`src/rtl/store_merge_unit.sv`:
```
// rtl/store_merge_unit.sv - byte/halfword/word store with read-modify-write on a word memory
//
// Purpose: accepts an SB/SH/SW store request, reads the containing word when
// only part of it changes, merges the new lane in (big-endian lanes), and
// writes the word back. A start/busy/done handshake stalls the pipeline
// while the request completes.
//
// Optional feature macro: STORE_ALIGN_CHECK_EN
//   defined   - misaligned SH (direccion[0]=1) and SW (direccion[1:0]!=0)
//               are rejected with done+error and no memory access
//   undefined - the offending low address bits are ignored
//
// Ports:
//   clk        system clock, rising edge
//   reset      asynchronous active-high reset, forces IDLE
//   start      request strobe, sampled only in IDLE
//   opcode     3'b000 SB, 3'b001 SH, 3'b011 SW, others illegal
//   entrada    store data
//   direccion  byte address
//   mem_addr   word address to memory (0 in IDLE)
//   mem_re     memory read enable (1-cycle read latency)
//   mem_dout   memory read data
//   mem_we     memory write enable
//   mem_din    memory write data (0 when mem_we=0)
//   busy       high whenever not IDLE
//   done       one-cycle completion pulse
//   error      one-cycle rejection pulse, coincident with done

module store_merge_unit (
    input  logic        clk,
    input  logic        reset,
    input  logic        start,
    input  logic [2:0]  opcode,
    input  logic [31:0] entrada,
    input  logic [11:0] direccion,
    output logic [9:0]  mem_addr,
    output logic        mem_re,
    input  logic [31:0] mem_dout,
    output logic        mem_we,
    output logic [31:0] mem_din,
    output logic        busy,
    output logic        done,
    output logic        error
);

    localparam logic [2:0] OP_SB = 3'b000;
    localparam logic [2:0] OP_SH = 3'b001;
    localparam logic [2:0] OP_SW = 3'b011;

    typedef enum logic [2:0] {
        S_IDLE = 3'd0,
        S_RD   = 3'd1,
        S_WR   = 3'd2,
        S_DN   = 3'd3,
        S_ERR  = 3'd4
    } state_t;

    state_t      state;
    state_t      state_nxt;

    logic [2:0]  op_q;
    logic [31:0] data_q;
    logic [11:0] addr_q;

    logic        in_sb;
    logic        in_sh;
    logic        in_sw;
    logic        misaligned;
    logic        req_bad;
    logic [31:0] merged;

    assign in_sb = (opcode == OP_SB);
    assign in_sh = (opcode == OP_SH);
    assign in_sw = (opcode == OP_SW);

`ifdef STORE_ALIGN_CHECK_EN
    assign misaligned = (in_sh && direccion[0]) ||
                        (in_sw && (direccion[1:0] != 2'b00));
`else
    assign misaligned = 1'b0;
`endif

    assign req_bad = !(in_sb || in_sh || in_sw) || misaligned;

    // State register plus request latch; the latch only loads on acceptance
    // so later input changes cannot disturb an operation in flight.
    always_ff @(posedge clk or posedge reset) begin
        if (reset) begin
            state  <= S_IDLE;
            op_q   <= 3'b000;
            data_q <= 32'h0;
            addr_q <= 12'h0;
        end else begin
            state <= state_nxt;
            if (state == S_IDLE && start) begin
                op_q   <= opcode;
                data_q <= entrada;
                addr_q <= direccion;
            end
        end
    end

    always_comb begin
        state_nxt = state;
        case (state)
            S_IDLE: begin
                if (start) begin
                    if (req_bad)
                        state_nxt = S_ERR;
                    else if (in_sw)
                        state_nxt = S_WR;
                    else
                        state_nxt = S_RD;
                end
            end
            S_RD:    state_nxt = S_WR;
            S_WR:    state_nxt = S_DN;
            S_DN:    state_nxt = S_IDLE;
            S_ERR:   state_nxt = S_IDLE;
            default: state_nxt = S_IDLE;
        endcase
    end

    // Lane replacement on the word returned by the read in RD. Offset 0 is
    // the most significant byte (big-endian).
    always_comb begin
        merged = mem_dout;
        if (op_q == OP_SB) begin
            case (addr_q[1:0])
                2'd0:    merged = {data_q[7:0], mem_dout[23:0]};
                2'd1:    merged = {mem_dout[31:24], data_q[7:0], mem_dout[15:0]};
                2'd2:    merged = {mem_dout[31:16], data_q[7:0], mem_dout[7:0]};
                default: merged = {mem_dout[31:8], data_q[7:0]};
            endcase
        end else if (op_q == OP_SH) begin
            if (addr_q[1])
                merged = {mem_dout[31:16], data_q[15:0]};
            else
                merged = {data_q[15:0], mem_dout[15:0]};
        end
    end

    // Outputs decode purely from state, so an asynchronous reset clears
    // them in the same cycle.
    always_comb begin
        mem_addr = 10'h0;
        mem_re   = 1'b0;
        mem_we   = 1'b0;
        mem_din  = 32'h0;
        busy     = 1'b0;
        done     = 1'b0;
        error    = 1'b0;
        case (state)
            S_RD: begin
                busy     = 1'b1;
                mem_addr = addr_q[11:2];
                mem_re   = 1'b1;
            end
            S_WR: begin
                busy     = 1'b1;
                mem_addr = addr_q[11:2];
                mem_we   = 1'b1;
                mem_din  = (op_q == OP_SW) ? data_q : merged;
            end
            S_DN: begin
                busy     = 1'b1;
                mem_addr = addr_q[11:2];
                done     = 1'b1;
            end
            S_ERR: begin
                busy     = 1'b1;
                mem_addr = addr_q[11:2];
                done     = 1'b1;
                error    = 1'b1;
            end
            default: begin
            end
        endcase
    end

endmodule

```
`config.mk`:
```
export PLATFORM = sky130hd
export DESIGN_NAME = store_merge_unit
export DESIGN_NICKNAME = d
export VERILOG_FILES = /design/src/rtl/store_merge_unit.sv
export SDC_FILE = /design/constraint.sdc
export NUM_CORES = 1
export LEC_CHECK = 0
export CORE_ASPECT_RATIO = 0.5
export CORE_MARGIN = 5
export CORE_UTILIZATION = 47
export CTS_CLUSTER_DIAMETER = 120
export DETAILED_ROUTE_END_ITERATION = 10
export PLACE_DENSITY = 0.86
export SYNTH_ARGS = -nofsm -noshare
export SYNTH_HDL_FRONTEND = slang
export SYNTH_SLANG_ARGS = --single-unit
```
`constraint.sdc`:
```
create_clock -name clk -period 3.7 [get_ports clk]
set_input_delay 0.74 -clock clk [delete_from_list [all_inputs] [get_ports clk]]
set_output_delay 0.74 -clock clk [all_outputs]
set_load 0.005 [all_outputs]
```
==> run_1/final_clocks.png <==
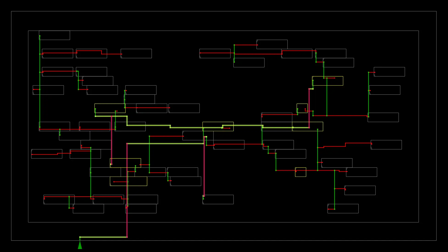
CTS Buf Count: 5
# clock sinks: 50
Latency at later pin: 0.30 ns

==> run_1/metal_stack.png <==
Two of the layers only.
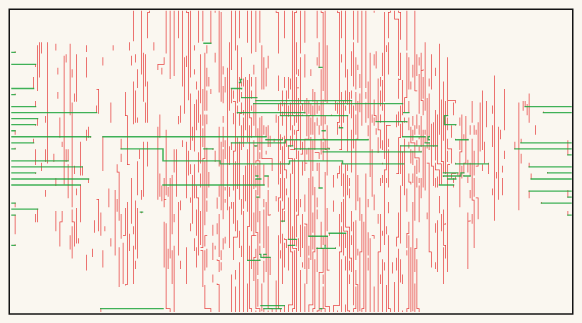
met2 -> red  # wire length 4830 um
met3 -> green  # wire length 623 um
routed len/inst: 17.9 um
total wire length: 9740 um

==> run_1/met4.png <==
Supply wires on this layer in grey.
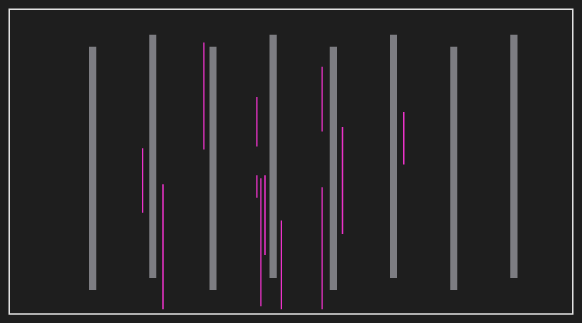
nets with wire on the layer = 11
wire length on this layer = 224 um
longest straight run = 28.6 um
share of all routed wire = 2.3%
main direction = vertical

==> run_1/met1.png <==
Supply wires on this layer in grey.
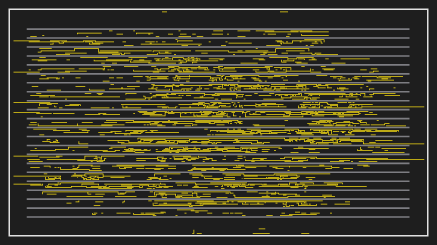
longest straight run = 44.6 um
nets with wire on the layer = 480
wire length on this layer = 4060 um
via count: 3089
met1 usage: 28.3%

==> run 1: area by class of cell <==
| type | count | area share (%) |
|---|---|---|
| Multi-Input combinational cell | 256 | 38.6 |
| Timing Repair Buffer | 136 | 28.5 |
| Sequential cell | 50 | 26.6 |
| Clock buffer | 5 | 2.66 |
| Tap cell | 92 | 2.44 |
| Clock inverter | 3 | 1.01 |
| Inverter | 3 | 0.239 |
==> run 1: kinds of logic after synthesis <==
kind of cell    Yosys count  share of synthesized area, %
compound gates           78                          17.8
xor+xnor                  1                         0.274
buf+inv                  28                          4.34
flops                    50                          39.1
mux                      55                          19.0
simple gates            122                          19.5
==> run 1: critical path: cells and delay by family, from the launching register on <==
kind	cells	cell delay, ns
AND-OR/OR-AND	2	0.48
AND/OR/NAND/NOR	3	0.68
buffers and inverters	2	0.65
flip-flops	1	0.47
==> run 1: per-stage QoR <==
| step | area [um2] | total power, mW |
|---|---|---|
| after floorplan | 3200 | 2.33 |
| after global placement | 4540 | 3.30 |
| after detailed placement | 4540 | 3.34 |
| after CTS | 4710 | 3.90 |
| after global routing | 4710 | 4.17 |
| final | 4710 | 3.89 |
==> run 1: layout by cell type, fill, tap and decap left out, types with 2 or more instances in the layout <==
cell type	count
a211oi_1	9
a22o_1	16
a311oi_1	15
and2_1	11
buf_4	8
clkbuf_16	5
clkdlybuf4s50_1	128
dfrtp_1	50
inv_2	3
inv_6	2
mux2_1	46
mux2i_1	9
nand2_1	25
nand2_2	2
nand2b_1	3
nor2_1	34
nor2_2	2
nor2b_1	19
nor3_1	16
nor3b_1	2
o21a_1	2
o21ai_0	18
o21ai_1	6
o22ai_1	8
==> run 1: flip-flops by register name, indices dropped and copies added, names as in the netlist <==
name / count
addr_q: 12
op_q: 3
data_q: 32
state: 3
==> Slide: Implementation Results, run 1 <==
Key Metrics from the Run

Die
  – Die Width: between 100 and 150 um
  – Std-Cell Rows: 21

Placed design
  – RePlAce Congestion: 0.811
  – DP Worst Slack: 0.651 ns
  – Cells after DPL: 537

GRT
  – GRT Max-Usage Layer: met2
  – Grt ovf: 0
  – Tot GR Track Use: a little under a quarter
  – Initial antenna violation count: 0

Finish
  – ANT cells: 0

Hold path
  – Worst Hold Path EP: addr_q[11]$_DFFE_PP0P_
  – WHS Path Cells: 1

Final timing
  – Cycle use final: between 80% and 90%
  – Setup_tns: 0 ns
  – Tmin final: 3.32 ns
  – Slew margin rel.: 30.8%
  – Final worst-path setup slack: 0.379 ns

Logic synthesis
  – Top cells by count: dfrtp_1 (50), mux2_1 (46), nor2_1 (34)
  – Synth area leader: dfrtp_1
  – Syn nets: 416
  – Synth Flop Type: dfrtp_1
  – Netlist Area Pre-Place: 3200 um2
  – Post-synth EDFFs: 0
  – Syn_area_per_cell: 9.59 um2
  – Distinct lib cells: 39
  – Yosys warning count: 0

Run
  – Max Cap Viol: 0
  – Tool warnings: 26

Setup path
  – Reg2Reg Setup Slack: 1.82 ns
  – Crit path top cell by count: nand2_2
  – Setup crit start kind: register
  – Worst Setup SP: state[2]$_DFFE_PP0P_
  – CP Capture Point: mem_din[21]

Detailed routing
  – Met3 WL: 622 um
  – Vias/cell: about 5.7
  – Highest routed metal layer: met4

Status
  – Outcome: finished, final reports clean

CTS
  – H-tree depth: 2

Power
  – Max IR drop VDD: 0.000514 V
  – Sw Share: 39.6%
==> run 2: changes to the inputs <==
CELL_PAD_IN_SITES_DETAIL_PLACEMENT = 1   (was not set)
CELL_PAD_IN_SITES_GLOBAL_PLACEMENT = 1   (was not set)
CORE_UTILIZATION = 35   (was 47)
CTS_CLUSTER_SIZE = 30   (was not set)
PLACE_DENSITY = not set   (was 0.86)
PLACE_DENSITY_LB_ADDON = 0.1   (was not set)
==> run_2/metal_stack.png <==
Two of the layers only.
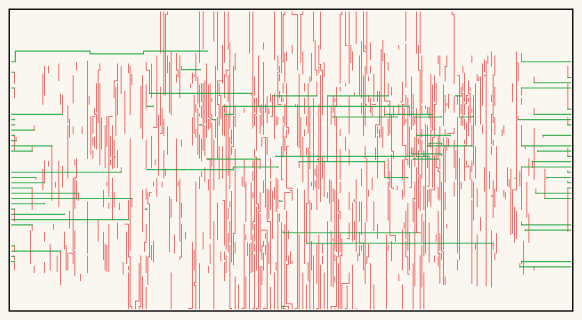
met3 -> green  # wire length 837 um
met2 -> red  # wire length 5480 um
via count: 3069
routed len/inst: 20.1 um
total wire length: 11400 um
Tot GR Track Use: 20.2%

==> run_2/final_clocks.png <==
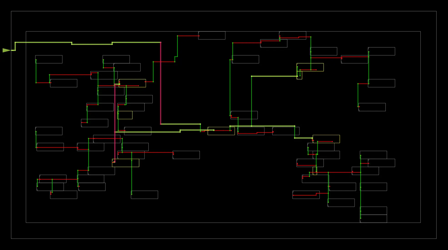
clock buffers: 7
clock skew: 0.00481 ns

==> run 2 against run 1 <==
Effect of this change:
- sequential share of layout area shrank 0.063 points
- largest cell class unchanged
- clock power fell by 14%
- die area rose by 30%
==> Slide: Implementation Results, run 2 <==
Key Metrics from the Run

Status
  – Outcome: finished, final reports clean

Logic synthesis
  – Synth area leader: dfrtp_1
  – Synth Area in Simple Gates: 19.5% (unchanged)
  – Yosys chip area: 3200 um2
  – Yosys warning count: 0 (unchanged)
  – Top cells by count: dfrtp_1 (50), mux2_1 (46), nor2_1 (34)
  – Post-synth EDFFs: 0 (unchanged)
  – Adder Area Share: 0% (unchanged)
  – Synth logic family: simple AND/OR/NAND/NOR gates
  – Register area share after synthesis: 39.1%
  – Syn_area_per_cell: 9.59 um2 (unchanged)
  – Syn nets: 416 (unchanged)
  – Yosys top cell by instances: dfrtp_1
  – Xor/xnor share: 0.274% (unchanged)
  – Netlist Area Pre-Place: 3200 um2 (unchanged)
  – MUX share of area: 19.0% (unchanged)
  – Synth Flop Type: dfrtp_1
  – Distinct lib cells: 39 (unchanged)
  – Aoi share: 17.8% (unchanged)

Die
  – Ports: roughly 130
  – Chip Height: 77.6 um
  – Std-Cell Rows: 24 (+14%)
  – Die Width: 145 um (+15%)

Finish
  – Core Util, Final: between 50% and 60%
  – Most common logic cells in the final layout: clkdlybuf4s50_1 (128), dfrtp_1 (50), mux2_1 (46), nor2_1 (34), nand2_1 (25)
  – Share of cells above drive strength 1: 5.75%
  – Top flop regs: data_q (32), addr_q (12)
  – Fin area: 4720 um2 (+0.24%)
  – ANT cells: 0 (unchanged)
  – Largest Register: data_q
  – Commonest Layout Cell: clkdlybuf4s50_1
  – Max reg flops: 32 (unchanged)

Detailed routing
  – Vias/cell: 5.39 (-4.8%)

Setup path
  – RR Endpoint: data_q[4]$_DFFE_PP0P_
  – R2R depth: 3
  – Crit path capture type: output pin
  – WP data arrival: between 2 and 3 ns
  – Setup crit start kind: register
  – Reg2Reg Setup Slack: 1.68 ns (-0.14 ns)
  – Worst r2r src: state[2]$_DFFE_PP0P_

GRT
  – Largest net degree at the start of global routing: 51
  – First-pass GRT wire length: 18300 um
  – Grt ovf: 0 (unchanged)
  – Number of global-route vias before repair: 3405
  – Initial antenna violation count: 0 (unchanged)

Final timing
  – Slew margin rel.: 28.3% (-2.6 points)
  – Cycle use final: 93.8% (+4.0 points)
  – Setup_tns: 0 ns (unchanged)
  – Final worst-path setup slack: 0.230 ns (-0.148 ns)
  – Final Setup Violations: 0
  – Tmin final: 3.47 ns (+0.148 ns)

CTS
  – CTS clk-pin slew, worst paths: roughly 0.070 ns
  – Bufs on Longest Clock Path: 2
  – # clock sinks: 50 (unchanged)
  – Cts repair resizes: 0
  – Latency at later pin: 0.29 ns (about the same)
  – H-tree depth: 2 (unchanged)
  – CTS Buf Count: 5 (unchanged)

Placed design
  – IO Port Bufs: 128
  – DP Worst Slack: 0.569 ns (-0.0821 ns)
  – Area after DPL: 4580 um2 (+0.80%)
  – RePlAce Congestion: 0.818 (+0.83%)
  – Cells after DPL: 561 (+4.5%)

Run
  – Max Cap Viol: 0 (unchanged)
  – Tool warnings: 26 (unchanged)

Hold path
  – Hold path start: addr_q[5]$_DFFE_PP0P_
  – Worst Hold Path EP: addr_q[5]$_DFFE_PP0P_
  – WHS Path Cells: 1 (unchanged)

Power
  – LEAKAGE: 1.85 nW
  – Max IR drop VDD: 0.000338 V (-34%)
  – Final Power: 3.88 mW (-0.23%)
==> run_2/zoom.png <==
Scale bar: 10 um. Window x 58 to 88, y 24 to 54 um. Cells in grey, sequential cells in the stronger grey; small squares are vias.
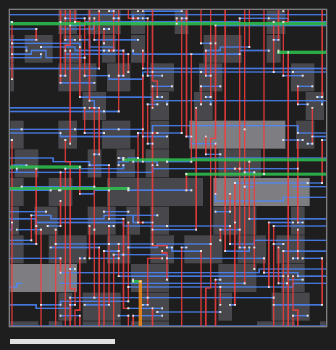
met2 -> red
met3 -> green
met1 -> blue
met4 -> orange
sequential cells in the window = 3
netlist names of flops here include = data_q (3)
cells with their middle in the window = 55
most frequent = clkdlybuf4s50_1 (7), nor3_1 (6)

-- run 2: netlist changes by cell type in the layout (fill, tap and decap cells not counted), sizes merged --
cell / delta
buf: -1
bufinv: -1
clkbuf: +2
clkinv: +1
inv: -2
-- run 2: layer usage --
layer	GRT usage (%)	vias up	share of wire, %	wire (um)
met4	4.10	0	0.83	95
li1	-	1443	-	-
met5	0	-	0	0
met1	25.6	1509	44	5010
met2	34.8	108	48	5480
met3	5.65	9	7.3	837
-- run 2: worst max-delay path by stage --
| stage | start | endpoint | slack, ns |
|---|---|---|---|
| detailed placement | addr_q[1]$_DFFE_PP0P_ | mem_din[31] | 0.57 |
| floorplan | op_q[1]$_DFFE_PP0P_ | mem_din[21] | 1.55 |
| finish | addr_q[1]$_DFFE_PP0P_ | mem_din[26] | 0.23 |
| global placement | addr_q[1]$_DFFE_PP0P_ | mem_din[31] | 0.62 |
| CTS | addr_q[1]$_DFFE_PP0P_ | mem_din[26] | 0.22 |
| global route | addr_q[1]$_DFFE_PP0P_ | mem_din[29] | 0.05 |
-- run 2: final cells by class --
class / instances / area [um2]
timing repair buffer: 135 / 1350
multi-input combinational: 256 / 1820
fill: 981 / 4080
inverter: 3 / 11.3
sequential: 50 / 1250
clock inverter: 1 / 5.00
tap: 117 / 146
clock buffer: 7 / 143
-- run 2: kinds of logic after synthesis --
kind of cell    count (synthesis)
simple gates                  122
flops                          50
buf+inv                        28
xor+xnor                        1
mux                            55
compound gates                 78
-- run 2: power breakdown --
part / internal (mW) / switching, mW
combinational: 1.21 / 1.03
sequential: 0.823 / 0.351
clock: 0.268 / 0.200
-- run 2: critical path: stages (launching register included) --
cell and delay, ns:
dfrtp_1 0.64, buf_4 0.34, nor2_2 0.34, nand2_1 0.10, a311oi_1 0.29, a22o_1 0.21
clkdlybuf4s50_1 0.51
Power figures rest on the tool's default switching activity, not on a simulated workload.
